Design fetch_stage, sky130hd; sources not shown.
**Power grid**

Pins as bars on the die edge. Tap cells in gray.
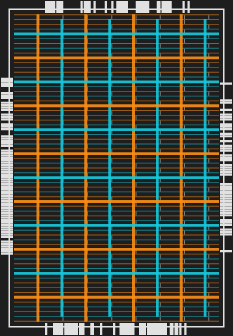
[VDD] cyan
[VSS] orange
met4 straps: 8
tap cells: 264
die width: 121 um
core area: 0.0203 sq mm
Die H: 179 um

**Placed cells, one color a class**

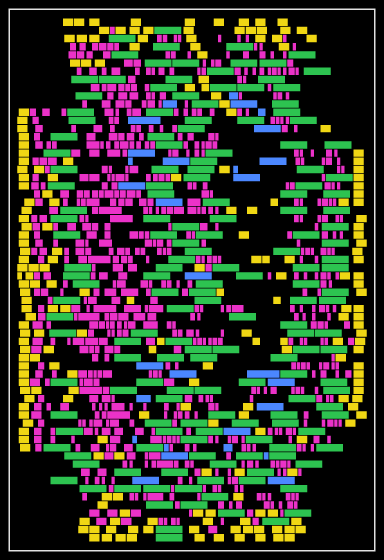
[remaining buffers and delay cells] yellow | cells: 216
[clock drivers and dummy loads] blue | cells: 29
[remaining logic cells] magenta | cells: 665
[sequential cells] green | cells: 163
Seq area share: 37.3%
row cnt: 64
Post-Route Utilization: 54.0%
design area: 0.0109 sq mm

**Clock distribution**

Scale bar: 20 um.
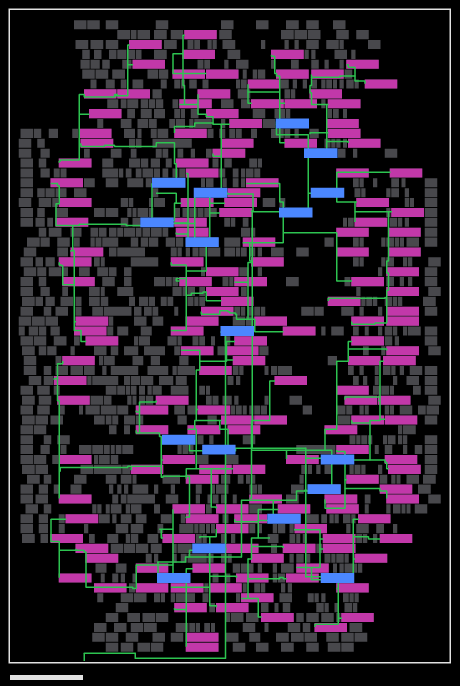
[flip-flops] magenta | count: 163
[clock wires] green | length: 2040 um
[clock-net drivers] blue | count: 17
flops lie: widely spread
Final Skew: 0.00679 ns
Latency at later pin: 0.42 ns
share of power burned in the clock network: 30.6%
P_clk: 0.00111 W

**Routed metal, one color a layer**

Scale bar: 20 um.
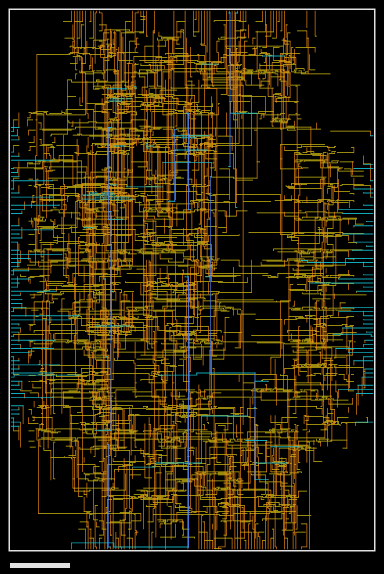
[M1] yellow | wire length: 8770 um
[M3] cyan | wire length: 1000 um
[M2] orange | wire length: 10700 um
[M4] blue | wire length: 536 um
Via Count: 6883
routed len/inst: 15.7 um
total track usage: 20.0%
Routed WL: 21.0 mm

**Routing congestion**

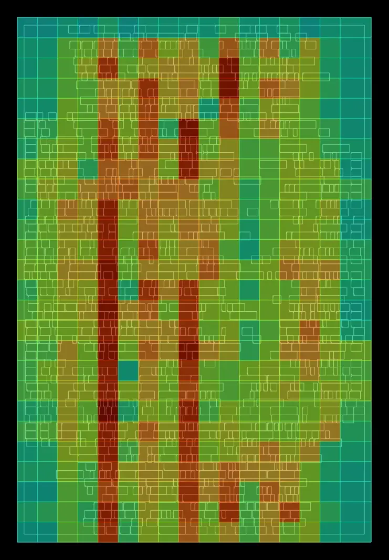
GRT Max-Usage Layer: met2
met2 GRT Util: 34.2%

==> metrics.csv <==
metric,value,unit
path_clk_slew,0.06,ns
drc,0,
period_used_share,58.7,%
r2r_slack,2.92,ns
fillers,1895,
postSynthCellCount,899,
status,completed,
rsz0062_at_grt,no,
path_buffers,2,
synthTopCellsByArea,"dfrtp_1, nand2_1, o21ai_0",
clock_path_buffers,2,
finalPower,0.00364,W
grt_antenna_before_repair,0,
flop_cell,dfrtp_1,
swShare,28.9,%
slew_viol_final,0,
tightest_slew,0.906,ns
first_iter_violations,451,
crit_arrival,3.67,ns
synth.distinct_cells,55,
syn_nets,1002,
fp_util,40.5,%
grtUsageMet1,24.4,%
num_antenna_cells,0,
ys.flops,163,
clockRootBuffer,clkbuf_16,
reg2reg_depth,6,
crit_type,input pin to flop,
synth_area,0.00821,sq mm
h-tree-depth,4,
cts_tree,done,
met3_usage,3.97,%
p_leak,4.50,nW
hold_class,flop to flop,
ys.warnings.count,0,
cts_buffers,17,
avgSynthCellArea,9.14,sq um
holdPathStages,2,
finalHoldViolations,0,
yosys_area,0.00821,sq mm
top_area_share,49.7,%
hpwl,15.0,mm
min_period,3.34,ns
path_depth,7,
cap_violations,0,
power_density,332,mW/mm^2
finalSetupTns,0,ns
drt_pass1_iterations,4,
die-area,0.0217,sq mm
postRouteAntennaNets,0,
synth_seq_share,49.7,%
path_cells,"clkdlybuf4s50_1, nand3b_4, or3_4, nor2b_4, buf_4, nand2_1, o21ai_0",
ioPinCount,206,
grt_max_degree,71,
edf_count,0,
crit_path_max_fanout,43,
drive_above_1_share,6.90,%
startpoint_type,input pin,
slowest_delay,0.78,ns
post-cts-setup-buffer-count,0,
slew_headroom,39.5,%
yosys-stat-cells,899,
max_freq,300,MHz
hold_buffers,0,
io_buffers,205,
gp_congestion,0.904,
setup_viol,0,
vias_per_cell,5.15,
p_switching,0.00105,W
critPathCaptureType,flop,
crit_family,simple AND/OR/NAND/NOR gates,
areaGrowthSynthToFinish,33.3,%
==> cells by family (layout without fill, tap and decap cells) <==
group | count (synthesis) | after routing | synth area share [%]
adders and majority gates | 1 | 1 | 0.152
and+or+nand+nor | 366 | 366 | 22.6
muxes | 17 | 17 | 2.24
xor gates and xnor gates | 50 | 50 | 5.33
buffers and inverters | 77 | 251 | 4.28
AOI/OAI and AO/OA | 225 | 225 | 15.8
DFF | 163 | 163 | 49.7
==> layout make-up <==
class	count	area, sq um	area share (%)
inverter	6	27.5	0.252
sequential	163	4080	37.3
timing repair buffer	216	2130	19.5
multi-input combinational	659	3810	34.9
tap	264	330	3.02
clock inverter	10	110	1.01
clock buffer	19	453	4.14
==> metrics by stage <==
step | util [%] | setup slack [ns] | hold slack, ns | std cells | instance area, sq um
finish | 54.0 | 2.34 | 0.479 | 1337 | 10900
CTS | 54.0 | 2.33 | 0.480 | 1337 | 10900
detailed placement | 51.2 | 1.88 | 0.463 | 1308 | 10400
global route | 54.0 | 2.10 | 0.501 | 1337 | 10900
floorplan | - | 0.139 | 0.442 | 899 | 8210
global placement | 51.2 | 1.97 | 0.454 | 1308 | 10400
==> placed cells by master (no fill, tap or decap), types with 3 or more instances in the layout <==
cell / count
clkdlybuf4s50_1: 204
nand2_1: 175
dfrtp_1: 163
o21ai_0: 74
nor2_1: 60
a31oi_1: 36
a21oi_1: 35
o21ai_1: 32
xnor2_1: 29
a211oi_1: 24
nor2b_1: 23
xor2_1: 21
nor3_1: 18
clkbuf_16: 17
nand3_1: 16
nand4_1: 13
mux2i_1: 12
buf_4: 11
and3_1: 9
and2_1: 7
nor4_1: 6
inv_1: 5
and4_1: 5
o31ai_1: 5
clkinv_2: 5
nand4_4: 4
nor3_2: 4
nand2b_1: 4
or3_1: 3
nor4_2: 3
o31a_1: 3
==> power groups by stage <==
stage          logic (W)  registers (W)  clock network [W]
2_1_floorplan   0.000402        0.00164                  0
6_report        0.000918        0.00160            0.00111
3_3_place_gp    0.000916        0.00162                  0
4_1_cts         0.000933        0.00161            0.00114
3_5_place_dp    0.000930        0.00163                  0
5_1_grt          0.00102        0.00164            0.00119
==> metal layers <==
metal / vias to the layer above / part of all wire (%)
met3: 28 / 4.8
met1: 3205 / 42
met4: 0 / 2.5
met5: - / 0
met2: 201 / 51
li1: 3449 / -
==> worst reg2reg max path: stages, from the launching register on <==
cell and delay, ns:
dfrtp_1 0.55, nand2b_2 0.51, nor2_1 0.16, nor2b_4 0.74, buf_4 0.49, nand2_1 0.12
o21ai_0 0.10
Power and IR drop assume default switching activity.
